===== config.mk =====
export PLATFORM = sky130hd
export DESIGN_NAME = stage_buffer
export DESIGN_NICKNAME = d
export VERILOG_FILES = /design/src/rtl/pipe_pkg.sv /design/src/rtl/sync_2ff.sv /design/src/rtl/stage_buffer.sv
export SDC_FILE = /design/constraint.sdc
export NUM_CORES = 1
export LEC_CHECK = 0
export CORE_ASPECT_RATIO = 1.2
export CORE_MARGIN = 1.5
export CORE_UTILIZATION = 56
export DETAILED_ROUTE_END_ITERATION = 10
export PLACE_DENSITY = 0.87
export SETUP_SLACK_MARGIN = 0.02
export SLEW_MARGIN = 20
export SYNTH_ARGS = -nofsm -noshare
export SYNTH_HDL_FRONTEND = slang
export SYNTH_SLANG_ARGS = --single-unit

===== constraint.sdc =====
create_clock -name clk -period 3 [get_ports clk]
set_input_delay 0.45 -clock clk [delete_from_list [all_inputs] [get_ports clk]]
set_output_delay 0.45 -clock clk [all_outputs]
set_load 0.05 [all_outputs]

===== src/rtl/pipe_pkg.sv =====
// Shared definitions for the toggle-handshake pipeline stages:
// the producer-side state encoding and the default data width.
package pipe_pkg;

  localparam int DEFAULT_WIDTH = 32;

  // Producer side of stage_buffer: idle, waiting for a word to keep,
  // or waiting for a word that a flush already made stale.
  typedef enum logic [1:0] {
    P_IDLE    = 2'd0,
    P_WAIT    = 2'd1,
    P_DISCARD = 2'd2
  } prod_state_e;

endpackage


===== src/rtl/sync_2ff.sv =====
// Single-bit two-flop synchroniser, asynchronous active-low reset to 0.
module sync_2ff (
  input  logic clk,
  input  logic rst_n,
  input  logic d,
  output logic q
);

  logic meta;

  // Two back-to-back flops give a metastable first stage a full cycle to settle.
  always_ff @(posedge clk or negedge rst_n) begin
    if (!rst_n) begin
      meta <= 1'b0;
      q    <= 1'b0;
    end else begin
      meta <= d;
      q    <= meta;
    end
  end

endmodule


===== src/rtl/stage_buffer.sv =====
// stage_buffer: prefetch buffer between two toggle-handshake pipeline stages.
// Pulls words from the producer ahead of demand (up to DEPTH stored) and
// serves consumer requests from local storage. A synchronous flush drops all
// stored words and marks any in-flight producer word for discard.
//
// Build option: define STAGE_BUFFER_SYNC_EN to pass triggerIn and readyIn
// through two-flop synchronisers. Without it both inputs must already be
// synchronous to clk.
//
// Handshake (two-phase, both sides): a requester toggles its trigger line;
// the responder acknowledges by copying that level onto its ready line.
// Consumer side: a request is pending while triggerIn != readyOut; serving it
// updates dataOut and sets readyOut = triggerIn on the same edge.
// Producer side: a fetch is outstanding while readyIn != triggerOut; the
// producer sets readyIn = triggerOut with dataIn valid and holds dataIn
// stable until the next triggerOut toggle.
module stage_buffer
  import pipe_pkg::*;
#(
  parameter int WIDTH = DEFAULT_WIDTH,
  parameter int DEPTH = 4
) (
  input  logic                       clk,
  input  logic                       reset,
  input  logic                       flush,
  input  logic                       triggerIn,
  output logic                       readyOut,
  output logic [WIDTH-1:0]           dataOut,
  output logic                       triggerOut,
  input  logic                       readyIn,
  input  logic [WIDTH-1:0]           dataIn,
  output logic [$clog2(DEPTH+1)-1:0] count,
  output logic [1:0]                 prod_state
);

  localparam int CNT_W = $clog2(DEPTH + 1);
  localparam int PTR_W = $clog2(DEPTH);

  logic trig_s;
  logic rdy_s;

`ifdef STAGE_BUFFER_SYNC_EN
  // dataIn needs no synchroniser: it is only sampled after the synchronised
  // completion, by which time the stability rule has held it for two cycles.
  sync_2ff u_sync_trig (
    .clk   (clk),
    .rst_n (reset),
    .d     (triggerIn),
    .q     (trig_s)
  );

  sync_2ff u_sync_rdy (
    .clk   (clk),
    .rst_n (reset),
    .d     (readyIn),
    .q     (rdy_s)
  );
`else
  assign trig_s = triggerIn;
  assign rdy_s  = readyIn;
`endif

  prod_state_e state;
  prod_state_e state_next;
  logic        trig_out_next;

  logic [WIDTH-1:0] mem [DEPTH];
  logic [PTR_W-1:0] wr_ptr;
  logic [PTR_W-1:0] rd_ptr;

  logic resp_done;
  logic req_pending;
  logic push;
  logic pop;

  assign resp_done   = (rdy_s == triggerOut);
  assign req_pending = (trig_s != readyOut);

  // Flush wins over both sides: nothing is stored or served in a flush cycle.
  assign push = (state == P_WAIT) && resp_done && !flush;
  // Served only from stored words, never bypassed straight from dataIn.
  assign pop  = req_pending && (count != '0) && !flush;

  assign prod_state = state;

  // Producer FSM next state: at most one fetch in flight, so in P_IDLE the
  // stored count alone decides whether a slot is free.
  always_comb begin
    state_next    = state;
    trig_out_next = triggerOut;
    case (state)
      P_IDLE: begin
        if (!flush && (count < CNT_W'(DEPTH))) begin
          trig_out_next = ~triggerOut;
          state_next    = P_WAIT;
        end
      end
      P_WAIT: begin
        if (flush) begin
          state_next = P_DISCARD;
        end else if (resp_done) begin
          state_next = P_IDLE;
        end
      end
      P_DISCARD: begin
        if (resp_done) begin
          state_next = P_IDLE;
        end
      end
      default: state_next = P_IDLE;
    endcase
  end

  // Producer FSM state and request line.
  always_ff @(posedge clk or negedge reset) begin
    if (!reset) begin
      state      <= P_IDLE;
      triggerOut <= 1'b0;
    end else begin
      state      <= state_next;
      triggerOut <= trig_out_next;
    end
  end

  // Storage array; contents are don't-care until written, so no reset.
  always_ff @(posedge clk) begin
    if (push) begin
      mem[wr_ptr] <= dataIn;
    end
  end

  // Pointers and occupancy; a flush empties the buffer by catching rd_ptr up.
  always_ff @(posedge clk or negedge reset) begin
    if (!reset) begin
      wr_ptr <= '0;
      rd_ptr <= '0;
      count  <= '0;
    end else if (flush) begin
      rd_ptr <= wr_ptr;
      count  <= '0;
    end else begin
      if (push) begin
        wr_ptr <= wr_ptr + 1'b1;
      end
      if (pop) begin
        rd_ptr <= rd_ptr + 1'b1;
      end
      case ({push, pop})
        2'b10:   count <= count + 1'b1;
        2'b01:   count <= count - 1'b1;
        default: count <= count;
      endcase
    end
  end

  // Consumer response: dataOut and readyOut move together on a serve.
  always_ff @(posedge clk or negedge reset) begin
    if (!reset) begin
      readyOut <= 1'b0;
      dataOut  <= '0;
    end else if (pop) begin
      readyOut <= ~readyOut;
      dataOut  <= mem[rd_ptr];
    end
  end

endmodule

Figure 1. Zoomed window.
Region (1, 67) to (51, 117) µm. Cells in gray, sequential cells in the stronger gray; small squares are vias.
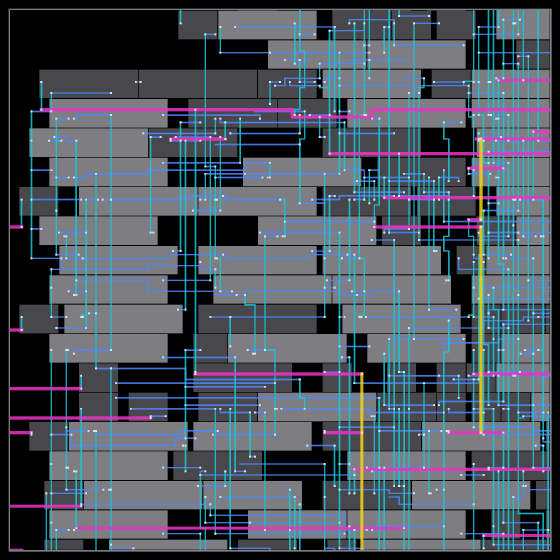
[M3] magenta
[M2] cyan
[M1] blue
[M4] yellow
cells with their middle in the window: 88
sequential cells in the window: 42
most frequent: edfxtp_1 (34), clkdlybuf4s50_1 (14)
netlist names of flops here include: mem (34), dataOut (8)

Figure 2. Power grid.
Pins as bars on the die edge.
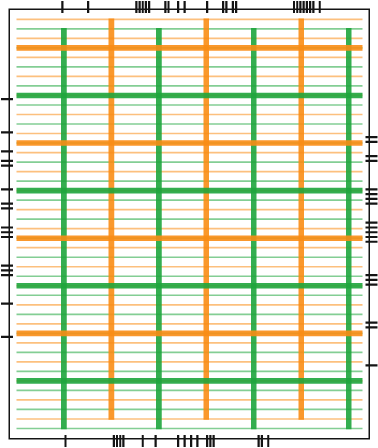
[VSS] green
[VDD] orange
signal pins: 76
met1 rails: 44
rows: 43
met4 straps: 7
met5 straps: 8

Figure 3. Clock routing.
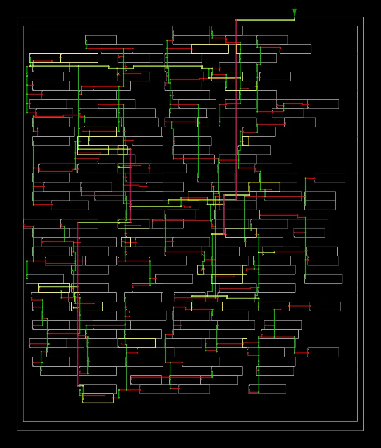
clock sinks: 171
CTS buffer count: 17

Figure 4. Selected gate families.
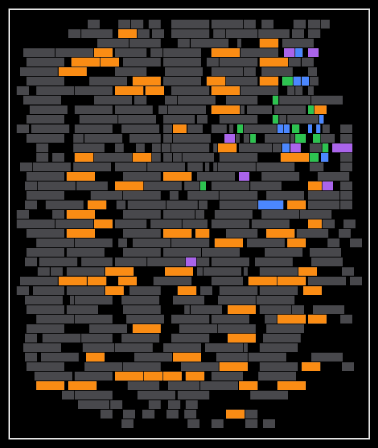
[nor cells] blue | cells: 11 | where: north-east
[mux cells] orange | cells: 65 | where: widely spread
[aoi and oai cells] green | cells: 12
[xor and xnor cells] purple | cells: 8

==> reports/metrics.yaml <==
logic_synthesis:
  floorplan.nets: 348
layout:
  drive_gt1_share_pct: 28.4
  sh_seq_area_pct: 59.9
  flop_area_mm2: 0.00492
  nFillCells: 688
  comb_share_pct: 19.6
  fin_cells: 569
  inverters_excl_clock: 2
routing:
  wl_met2_um: 6310
outcome:
  status: "completed"
place:
  dp_slack_ps: 496
final_timing:
  clock.fmax_mhz: 445
  fin_worst_skew_ps: 9.78
critical_path:
  critPathBufInv: 1
  path_delay_family: "buffers and inverters"
  cp-end-kind: "primary output"
cts:
  clkLatencyLatePin_ps: 420
grt:
  grt_use_total_pct: 21.0
  grt_max_degree: 44
floorplan:
  die_y_um: 122
power:
  power_mw: 8.60
Power and IR drop assume default switching activity.
